[config.mk]
export PLATFORM = sky130hd
export DESIGN_NAME = ex_muldiv_unit
export DESIGN_NICKNAME = d
export VERILOG_FILES = /design/src/rtl/muldiv_types_pkg.sv /design/src/rtl/radix2_divider.sv /design/src/rtl/ex_muldiv_unit.sv
export SDC_FILE = /design/constraint.sdc
export NUM_CORES = 1
export LEC_CHECK = 0
export CAP_MARGIN = 10
export CELL_PAD_IN_SITES_DETAIL_PLACEMENT = 1
export CELL_PAD_IN_SITES_GLOBAL_PLACEMENT = 1
export CORE_UTILIZATION = 48
export CTS_BUF_LIST = sky130_fd_sc_hd__clkbuf_8
export CTS_CLUSTER_SIZE = 30
export DETAILED_ROUTE_END_ITERATION = 12
export HOLD_SLACK_MARGIN = 0.06
export PLACE_DENSITY = 0.85
export SETUP_SLACK_MARGIN = 0.3
export SLEW_MARGIN = 25
export SYNTH_ARGS = -nofsm -noshare
export SYNTH_HDL_FRONTEND = slang
export SYNTH_HIERARCHICAL = 1
export SYNTH_SLANG_ARGS = --single-unit
[constraint.sdc]
create_clock -name clk -period 8.19 [get_ports clk]
set_input_delay 1.638 -clock clk [delete_from_list [all_inputs] [get_ports clk]]
set_output_delay 1.638 -clock clk [all_outputs]
set_load 0.01 [all_outputs]
[src/rtl/muldiv_types_pkg.sv]
// rtl/muldiv_types_pkg.sv - shared types and constants for the RV32M multiply/divide unit
package muldiv_types;

    typedef enum logic [2:0] {
        mul    = 3'd0,
        mulh   = 3'd1,
        mulhsu = 3'd2,
        mulhu  = 3'd3,
        div    = 3'd4,
        divu   = 3'd5,
        rem    = 3'd6,
        remu   = 3'd7
    } muldiv_op_t;

    typedef enum logic [1:0] {
        IDLE = 2'd0,
        MUL  = 2'd1,
        DIV  = 2'd2,
        DONE = 2'd3
    } muldiv_state_t;

    localparam logic [6:0] FUNCT7_MULDIV = 7'b0000001;

endpackage

[src/rtl/radix2_divider.sv]
// rtl/radix2_divider.sv - restoring radix-2 unsigned divider, one quotient bit per step
module radix2_divider #(
    parameter int XLEN = 32
) (
    input  logic            clk,
    input  logic            rst,
    input  logic            load,
    input  logic            step,
    input  logic [XLEN-1:0] dividend,
    input  logic [XLEN-1:0] divisor,
    output logic [XLEN-1:0] quotient,
    output logic [XLEN-1:0] remainder
);

    logic [XLEN-1:0] rem_r;
    logic [XLEN-1:0] quo_r;
    logic [XLEN-1:0] dvs_r;
    logic [XLEN:0]   trial;

    // Outputs show the value after the pending step, so the caller can capture
    // the final result on the same edge as the last step.
    always_comb begin
        trial = {rem_r, quo_r[XLEN-1]} - {1'b0, dvs_r};
        if (!trial[XLEN]) begin
            remainder = trial[XLEN-1:0];
            quotient  = {quo_r[XLEN-2:0], 1'b1};
        end else begin
            remainder = {rem_r[XLEN-2:0], quo_r[XLEN-1]};
            quotient  = {quo_r[XLEN-2:0], 1'b0};
        end
    end

    always_ff @(posedge clk or negedge rst) begin
        if (!rst) begin
            rem_r <= '0;
            quo_r <= '0;
            dvs_r <= '0;
        end else if (load) begin
            rem_r <= '0;
            quo_r <= dividend;
            dvs_r <= divisor;
        end else if (step) begin
            rem_r <= remainder;
            quo_r <= quotient;
        end
    end

endmodule

[src/rtl/ex_muldiv_unit.sv]
// rtl/ex_muldiv_unit.sv - iterative RV32M multiply/divide unit that stalls EX until done
module ex_muldiv_unit
    import muldiv_types::*;
#(
    parameter int XLEN     = 32,
    parameter int MUL_BITS = 4
) (
    input  logic            clk,
    input  logic            rst,
    input  logic            start,
    input  muldiv_op_t      op,
    input  logic [XLEN-1:0] a,
    input  logic [XLEN-1:0] b,
    input  logic            flush,
    input  logic            ma_stall,
    output logic            busy,
    output logic            done,
    output logic [XLEN-1:0] result,
    output logic            stall_req
);

    localparam int CW = $clog2(XLEN) + 1;
    localparam logic [CW-1:0] MUL_LAST = CW'(XLEN / MUL_BITS - 1);
    localparam logic [CW-1:0] DIV_LAST = CW'(XLEN - 1);

    muldiv_state_t     state;
    muldiv_op_t        op_r;
    logic              q_neg;
    logic              r_neg;
    logic [XLEN-1:0]   mcand;
    logic [2*XLEN-1:0] prod;
    logic [CW-1:0]     cnt;

    logic              a_sgn, b_sgn, a_neg, b_neg;
    logic [XLEN-1:0]   a_mag, b_mag;
    logic              div_zero, div_ovf;

    always_comb begin
        a_sgn    = (op inside {mul, mulh, mulhsu, div, rem});
        b_sgn    = (op inside {mul, mulh, div, rem});
        a_neg    = a_sgn & a[XLEN-1];
        b_neg    = b_sgn & b[XLEN-1];
        a_mag    = a_neg ? -a : a;
        b_mag    = b_neg ? -b : b;
        div_zero = op[2] && (b == '0);
        div_ovf  = (op == div || op == rem) && (a == {1'b1, {(XLEN-1){1'b0}}}) && (b == '1);
    end

    // Shift-add: the multiplier sits in the low half of prod and is consumed
    // MUL_BITS at a time while partial sums accumulate into the high half.
    logic [XLEN+MUL_BITS-1:0] pp, psum;
    logic [2*XLEN-1:0]        prod_next, prod_fix;

    always_comb begin
        pp        = {{MUL_BITS{1'b0}}, mcand} * {{XLEN{1'b0}}, prod[MUL_BITS-1:0]};
        psum      = {{MUL_BITS{1'b0}}, prod[2*XLEN-1:XLEN]} + pp;
        prod_next = {psum, prod[XLEN-1:MUL_BITS]};
        prod_fix  = q_neg ? -prod_next : prod_next;
    end

    logic            div_load, div_step;
    logic [XLEN-1:0] quo, rmd, quo_fix, rmd_fix;

    assign div_load = (state == IDLE) && start && !flush && op[2] && !div_zero && !div_ovf;
    assign div_step = (state == DIV) && !flush;
    assign quo_fix  = q_neg ? -quo : quo;
    assign rmd_fix  = r_neg ? -rmd : rmd;

    radix2_divider #(.XLEN(XLEN)) u_div (
        .clk       (clk),
        .rst       (rst),
        .load      (div_load),
        .step      (div_step),
        .dividend  (a_mag),
        .divisor   (b_mag),
        .quotient  (quo),
        .remainder (rmd)
    );

    assign stall_req = rst && (((state == IDLE) && start) || (state == MUL) || (state == DIV));

    always_ff @(posedge clk or negedge rst) begin
        if (!rst) begin
            state  <= IDLE;
            busy   <= 1'b0;
            done   <= 1'b0;
            result <= '0;
            op_r   <= mul;
            q_neg  <= 1'b0;
            r_neg  <= 1'b0;
            mcand  <= '0;
            prod   <= '0;
            cnt    <= '0;
        end else if (flush) begin
            state <= IDLE;
            busy  <= 1'b0;
            done  <= 1'b0;
            cnt   <= '0;
        end else begin
            unique case (state)
                IDLE: if (start) begin
                    op_r  <= op;
                    cnt   <= '0;
                    q_neg <= a_neg ^ b_neg;
                    r_neg <= a_neg;
                    if (div_zero) begin
                        result <= (op == div || op == divu) ? '1 : a;
                        state  <= DONE;
                        done   <= 1'b1;
                    end else if (div_ovf) begin
                        result <= (op == div) ? a : '0;
                        state  <= DONE;
                        done   <= 1'b1;
                    end else if (op[2]) begin
                        state <= DIV;
                        busy  <= 1'b1;
                    end else begin
                        mcand <= a_mag;
                        prod  <= {{XLEN{1'b0}}, b_mag};
                        state <= MUL;
                        busy  <= 1'b1;
                    end
                end
                MUL: begin
                    prod <= prod_next;
                    cnt  <= cnt + 1'b1;
                    if (cnt == MUL_LAST) begin
                        result <= (op_r == mul) ? prod_fix[XLEN-1:0] : prod_fix[2*XLEN-1:XLEN];
                        state  <= DONE;
                        busy   <= 1'b0;
                        done   <= 1'b1;
                    end
                end
                DIV: begin
                    cnt <= cnt + 1'b1;
                    if (cnt == DIV_LAST) begin
                        result <= op_r[1] ? rmd_fix : quo_fix;
                        state  <= DONE;
                        busy   <= 1'b0;
                        done   <= 1'b1;
                    end
                end
                DONE: if (!ma_stall) begin
                    state <= IDLE;
                    done  <= 1'b0;
                end
                default: state <= IDLE;
            endcase
        end
    end

endmodule

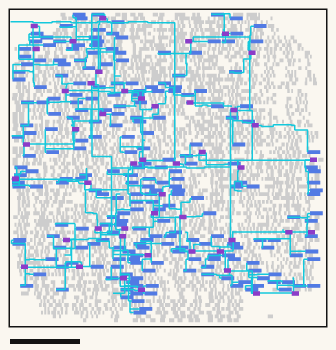
Run 1: clock wires, drivers and flops
Scale bar: 50 µm.
- cells driving clock nets: purple (count 47)
- clock wires: cyan (length 4570 µm)
- flip-flops: blue (count 239)
- flops lie: widely spread
- routed clock nets: 48
Worst-Skew Late Latency: 0.67 ns
Clock Skew: 0.0477 ns

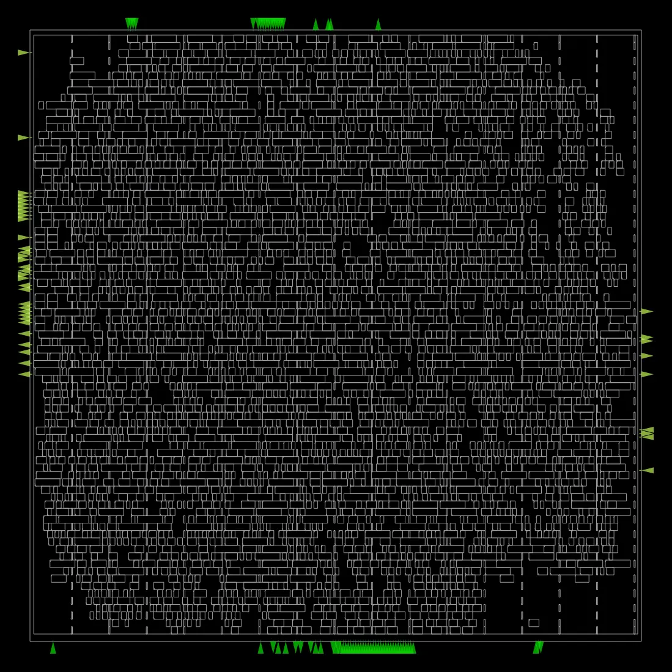
Run 1: placement view
flop count: 239
Finished Layout Cells: 3644
fraction of area in registers: 0.230
core area: 49000 µm²
Tapcell Cnt: 664

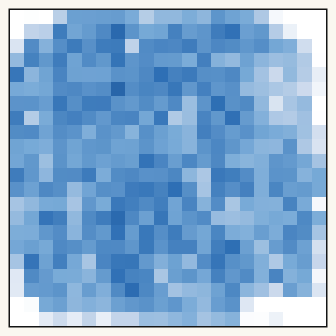
Run 1: cell area per tile
The die is cut into 22 by 22 equal tiles; white is low, dark blue is high, 0 to 100% covered.
- mean over tiles: 50%
- fullest tile: 79%
- nearly empty tiles: 5.4%
- tiles over 75% full: 0.80%
FP Core Util: 0.487
post-layout util: 0.533

[run 1: worst max-delay path: cells and delay by family, from the launching register on]
kind,cells,cell delay [ns]
flops,1,1.05
compound gates,7,2.05
fa+ha+maj,4,1.95
simple gates,5,2.22
[run 1: layer usage]
layer / GRT usage / vias up / routed length, µm
met3: 0.0746 / 253 / 8500
li1: - / 10400 / -
met1: 0.525 / 12100 / 41200
met5: 0 / - / 32
met2: 0.589 / 1091 / 43200
met4: 0.169 / 4 / 4390
[run 1: cells in the mapped netlist (all sizes together), types with 57 or more instances]
cell type	n
nand2	346
o21ai	325
dfrtp	239
inv	198
a21oi	175
nor2	167
clkbuf	143
and2	129
xnor2	110
fa	92
ha	88
xor2	88
mux2i	72
buf	60
nand3	57
[run 1: state kept, by name, indices dropped and copies added (netlist names), 2 cells and up]
register	cells
u_div/dvs_r	32
result	32
u_div/quo_r	32
state	2
cnt	6
op_r	3
mcand	32
prod	64
u_div/rem_r	32
[run 1: final cells by class]
type / count / area, µm² / area share
multi-input cells: 2315 / 16200 / 0.620
repair buffers: 143 / 1380 / 0.0527
well taps: 664 / 831 / 0.0319
clock buffers: 57 / 785 / 0.0301
diodes: 2 / 5.00 / 0.000192
clock inverters: 25 / 178 / 0.00682
inverters: 199 / 747 / 0.0287
flip-flops and latches: 239 / 5980 / 0.230
[run 1: path summary, 6_finish.rpt]
path                                        end  slack (ns)  cells after the start
worst max-delay path                 result[28]        0.88                     16
worst min-delay path                   prod[33]        0.50                      2
worst max register to register       result[28]        0.88                     16
worst min register to register         prod[33]        0.50                      2
max in group asynchronous              prod[57]        5.52                      3
min in group asynchronous       u_div/rem_r[14]        0.85                      1
[run 1: per-stage QoR]
step,instance area (µm²),hold slack (ns),util
final,26100,0.496,0.533
after global routing,26100,0.549,0.532
after CTS,26000,0.513,0.532
after detailed placement,25100,0.492,0.512
after global placement,25100,0.480,0.512
after floorplan,23900,0.456,-
[run 1: kinds of logic after synthesis]
family                   share of synthesized area
flip-flops                                   0.251
AND/OR/NAND/NOR                              0.206
adder cells (fa/ha/maj)                      0.123
AND-OR/OR-AND                                0.222
XOR/XNOR                                    0.0727
buffers and inverters                       0.0740
multiplexers                                0.0515
==> reports/metrics.csv, run 1 <==
metric,value,unit
status,finished clean,
drt-initial-drc-count,2494,
cts_max_level,2,
avgViaCountPerCell,6.55,
fmax,0.137,GHz
cts_tree,done,
clockRootBuffer,clkbuf_8,
drive_gt1_frac,0.0792,
dieArea,50600,µm²
setup-violations-final,0,
post_cts_buffers,0,
fillers,5930,
setup_ws,0.880,ns
grt_pass1_wl,148,mm
wirelength,97.3,mm
firstDrtPassIters,5,
async_flop_share,1.00,
grt_max_degree,108,
grt_usage,0.384,
cp.arrival,7.91,ns
ys.flops,239,
route.detailed.drc,0,
lay_top_cells,"nand2_1, o21ai_0, dfrtp_1",
netlist_top_cells_area,"dfrtp_1, fa_1, o21ai_0",
antenna_found_initial,2,
clkSinkCount,239,
cp_slowest_cell,dfrtp_1,
cp.required,8.79,ns
die_h,225,µm
max_slew_margin,0.259,
wire_per_inst,26.7,µm
holdBufCountCts,0,
layout-area-overhead-vs-synth,9.30,%
num_vias,23900,
layout_top_cell,nand2_1,
synth_area_per_cell,8.07,µm²
crit_fanout,33,
worstSetupEndpointType,register,
post_cts_resized,0,
num_rows,81,
r2r-start,prod[3],
critPathMostFrequentCell,fa_1,
pre_cts_ws,0.989,ns
hold_start,prod[33],
netlist-cell-type-count,100,
hp-class,reg -> reg,
edf_count,0,
synth_area,23900,µm²
yosys-stat-area,23900,µm²
drv_slew,0,
portBuffers,106,
fin_setup_tns,0,ns
clk_pin_slew_worst_paths,0.07,ns
fin_crit_sh,0.893,
syn_nets,3209,
numCtsBuffers,47,
antenna_left,0,
clk_path_buf_depth,3,
rsz0062_at_grt,no,
grt_pass1_vias,24300,
yosysWarningCount,6,
die_width,225,µm
critical_path_class,reg -> reg,
crit_start,prod[3],
place_congestion,0.959,
cp_slowest_stage_delay,1.05,ns
ys_cells,2957,
syn_inst,2957,
fin_crit,7.31,ns
io_pins,107,
tool_warnings,32,
dpl.hpwl,75.0,mm
startpoint_type,register,
hold_viol_final,0,
ys.flop_type,dfrtp_1,
yosys.area.top_type,dfrtp_1,
top_area_frac,0.251,
max_cap_viol_count,0,
grt.overflow.total,0,
nets,3197,
postSynthSeqShare,0.251,
place_inst,3559,
path_cells,"and2_1, fa_1, fa_1, fa_1, ha_1, a21o_1, a21oi_1, a21oi_1, o21ai_0, and3_1, o221ai_1, or4b_2, or3_1, or3_1, a31o_1, a31oi_1",
tightest_slew,1.10,ns
Run 1, ports around the boundary:
Pins as bars across the die edge, other pins in grey.
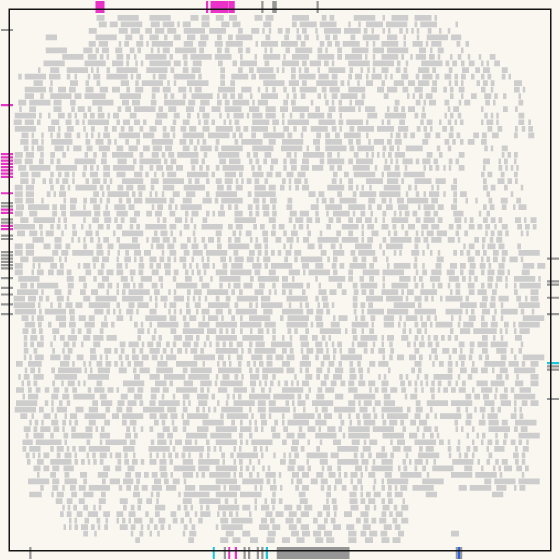

==> run 2, diff against run 1 <==
GPL_ROUTABILITY_DRIVEN = 0   (was default)
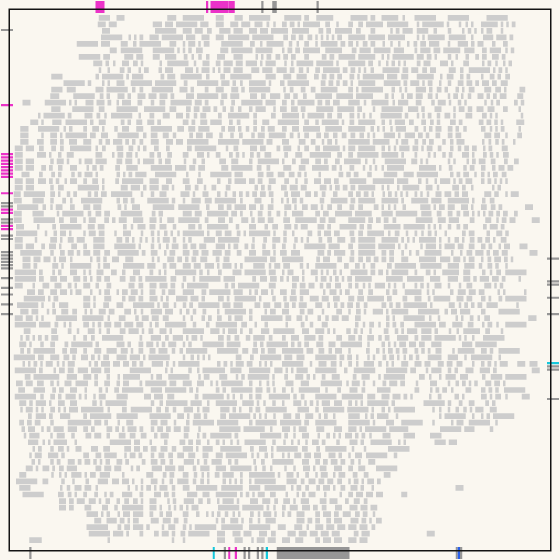
Run 2: ports around the boundary
Pins as bars across the die edge, other pins in grey.
- stall_req: blue (pins 1; direction output; edge south)
- op: cyan (pins 3; direction input; edge 2 south, 1 east)
- a: magenta (pins 32; direction input; edge 16 north, 14 west, 2 south)
- all pins by edge: 46 south, 32 west, 20 north, 9 east
chip width: 225 µm
number of I/O port buffers: 106
Die Y: 225 µm

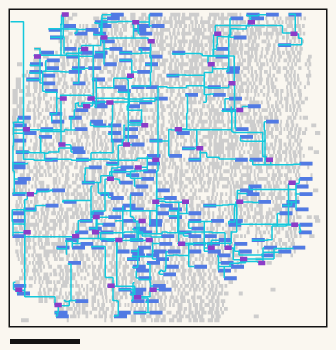
Run 2: clock wires, drivers and flops
Scale bar: 50 µm.
- cells driving clock nets: purple (count 50)
- flip-flops: blue (count 239)
- clock wires: cyan (length 4830 µm)
- routed clock nets: 51

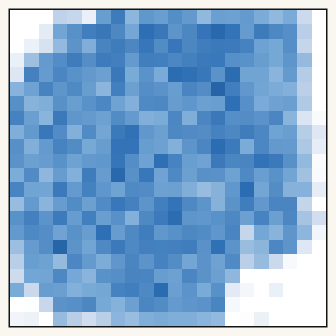
Run 2: cell area per tile
The die is cut into 22 by 22 equal tiles; white is low, dark blue is high, 0 to 100% covered.
- mean over tiles: 50%
- nearly empty tiles: 8.7%
- emptiest ninth of the die: south-east

==> run 2 against run 1 <==
Net effect:
- largest cell class unchanged
- first-iteration DRC count grew 10%
- cell area grew 0.15%
- sequential share of layout area is essentially flat
- global-route usage shrank 0.13 points
==> reports/metrics.csv, run 2 <==
metric,value,unit,change
cp.arrival,7.95,ns,+0.04 ns
drv_slew,0,,unchanged
netlist-cell-type-count,100,,unchanged
core,49000,µm²,unchanged
num_rows,81,,unchanged
fin_crit,7.34,ns,+0.0262 ns
top_cell,nand2_1,,
drt-initial-drc-count,2746,,+10%
synth_area,23900,µm²,unchanged
post_cts_resized,0,,unchanged
rsz0062_at_grt,no,,
async_flop_share,1.00,,unchanged
crit_fanout,33,,unchanged
hold_viol_final,0,,unchanged
clkSinkCount,239,,unchanged
fin_crit_sh,0.896,,+0.00319
initCoreUtil,0.487,,unchanged
status,finished clean,,
top_area_frac,0.251,,unchanged
postLayoutCoreUtil,0.533,,+0.000792
dieArea,50600,µm²,unchanged
io_pins,107,,unchanged
clk_path_buf_depth,3,,unchanged
netlist_top_cells_area,"dfrtp_1, fa_1, o21ai_0",,
setup-violations-final,0,,unchanged
drive_gt1_frac,0.0812,,+0.00193
clockRootBuffer,clkbuf_8,,
yosysWarningCount,6,,unchanged
fmax,0.136,GHz,-0.36%
wirelength,97.0,mm,-0.35%
ys.flop_type,dfrtp_1,,
max_slew_margin,0.249,,-0.0102
grt.overflow.total,0,,unchanged
holdBufCountCts,0,,unchanged
numCtsBuffers,50,,+6.4%
yosys.area.top_type,dfrtp_1,,
antenna_left,0,,unchanged
antenna_found_initial,2,,unchanged
syn_nets,3209,,unchanged
clk_latency,0.69,ns,+0.02 ns
postSynthSeqShare,0.251,,unchanged
layout-area-overhead-vs-synth,9.46,%,
yosys-stat-area,23900,µm²,unchanged
tightest_slew,1.11,ns,+0.00963 ns
route.detailed.drc,0,,unchanged
firstDrtPassIters,6,,+1
fin_setup_tns,0,ns,unchanged
ys_cells,2957,,unchanged
startpoint_type,register,,
avgViaCountPerCell,6.67,,+1.8%
finClkSkew,0.0623,ns,+0.0146 ns
rr_worst_depth,18,,+2
cts_tree,done,,
synth_area_per_cell,8.07,µm²,unchanged
edf_count,0,,unchanged
grt_pass1_vias,25100,,+3.1%
largest_reg_flops,64,,unchanged
grt_max_degree,96,,-11%
hp-class,reg -> reg,,
post_cts_buffers,0,,unchanged
nets,3196,,-0.031%
clk_pin_slew_worst_paths,0.07,ns,about the same
num_vias,24300,,+1.9%
synthTopCellsByCount,"nand2_1, o21ai_0, dfrtp_1, inv_1, a21oi_1",,
lay_top_cells,"nand2_1, o21ai_0, dfrtp_1",,
layout_top_cell,nand2_1,,
hold_depth,2,,unchanged
tool_warnings,31,,-3.1%
wire_per_inst,26.6,µm,-0.43%
worstSetupEndpointType,register,,
cp.required,8.80,ns,about the same
syn_inst,2957,,unchanged
top_register,prod,,
max_cap_viol_count,0,,unchanged
grt_pass1_wl,148,mm,+0.46%
critical_path_class,reg -> reg,,
ys.flops,239,,unchanged
dpl.hpwl,73.4,mm,-2.2%
grt_usage,0.383,,-0.00133
cts_max_level,2,,unchanged
## run 2: cell families after synthesis
group	share of synthesized area
simple gates	0.206
compound gates	0.222
buf+inv	0.0740
flops	0.251
xor+xnor	0.0727
fa+ha+maj	0.123
mux	0.0515
## run 2: final cells by class
| class | instances | area [µm²] |
|---|---|---|
| fill | 5902 | 22800 |
| multi-input combinational | 2315 | 16200 |
| sequential | 239 | 5980 |
| timing repair buffer | 139 | 1320 |
| clock buffer | 62 | 853 |
| tap | 664 | 831 |
| inverter | 199 | 747 |
| clock inverter | 27 | 205 |
| antenna | 2 | 5.00 |
## run 2: worst max-delay path, stage by stage, from the launching register on
cell	delay (ns)
dfrtp_1	1.00
and2_1	0.26
fa_1	0.44
fa_1	0.55
inv_1	0.06
fa_1	0.50
inv_1	0.05
ha_1	0.43
a21oi_1	0.17
o211a_1	0.26
or2_2	0.32
a2111oi_0	0.55
nor3_1	0.15
xor2_1	0.57
or4b_2	0.74
or3_1	0.53
or3_1	0.36
a31o_1	0.19
a31oi_1	0.16
## run 2: per-stage QoR
step	worst slack [ns]	hold slack [ns]	instance area [µm²]	std cells
2_1_floorplan	1.97	0.456	23900	2957
3_3_place_gp	1.16	0.476	25000	3556
3_5_place_dp	0.971	0.484	25000	3556
4_1_cts	0.961	0.498	26100	3645
5_1_grt	0.601	0.533	26100	3645
6_report	0.854	0.502	26100	3647
## run 2: path summary, 6_finish.rpt
| kind | startpoint | end | slack (ns) |
|---|---|---|---|
| worst min register to register | prod[33] | prod[33] | 0.50 |
| min in group asynchronous | rst | u_div/rem_r[18] | 0.95 |
| worst min-delay path | prod[33] | prod[33] | 0.50 |
| worst max register to register | prod[1] | result[28] | 0.85 |
| max in group asynchronous | rst | op_r[1] | 5.84 |
| worst max-delay path | prod[1] | result[28] | 0.85 |
## run 2: routing by layer
metal	up-vias	global-route usage	wire, µm
met2	1310	0.592	43600
met4	4	0.195	5330
met5	-	0	23
met3	324	0.0811	9030
met1	12300	0.504	39000
li1	10400	-	-
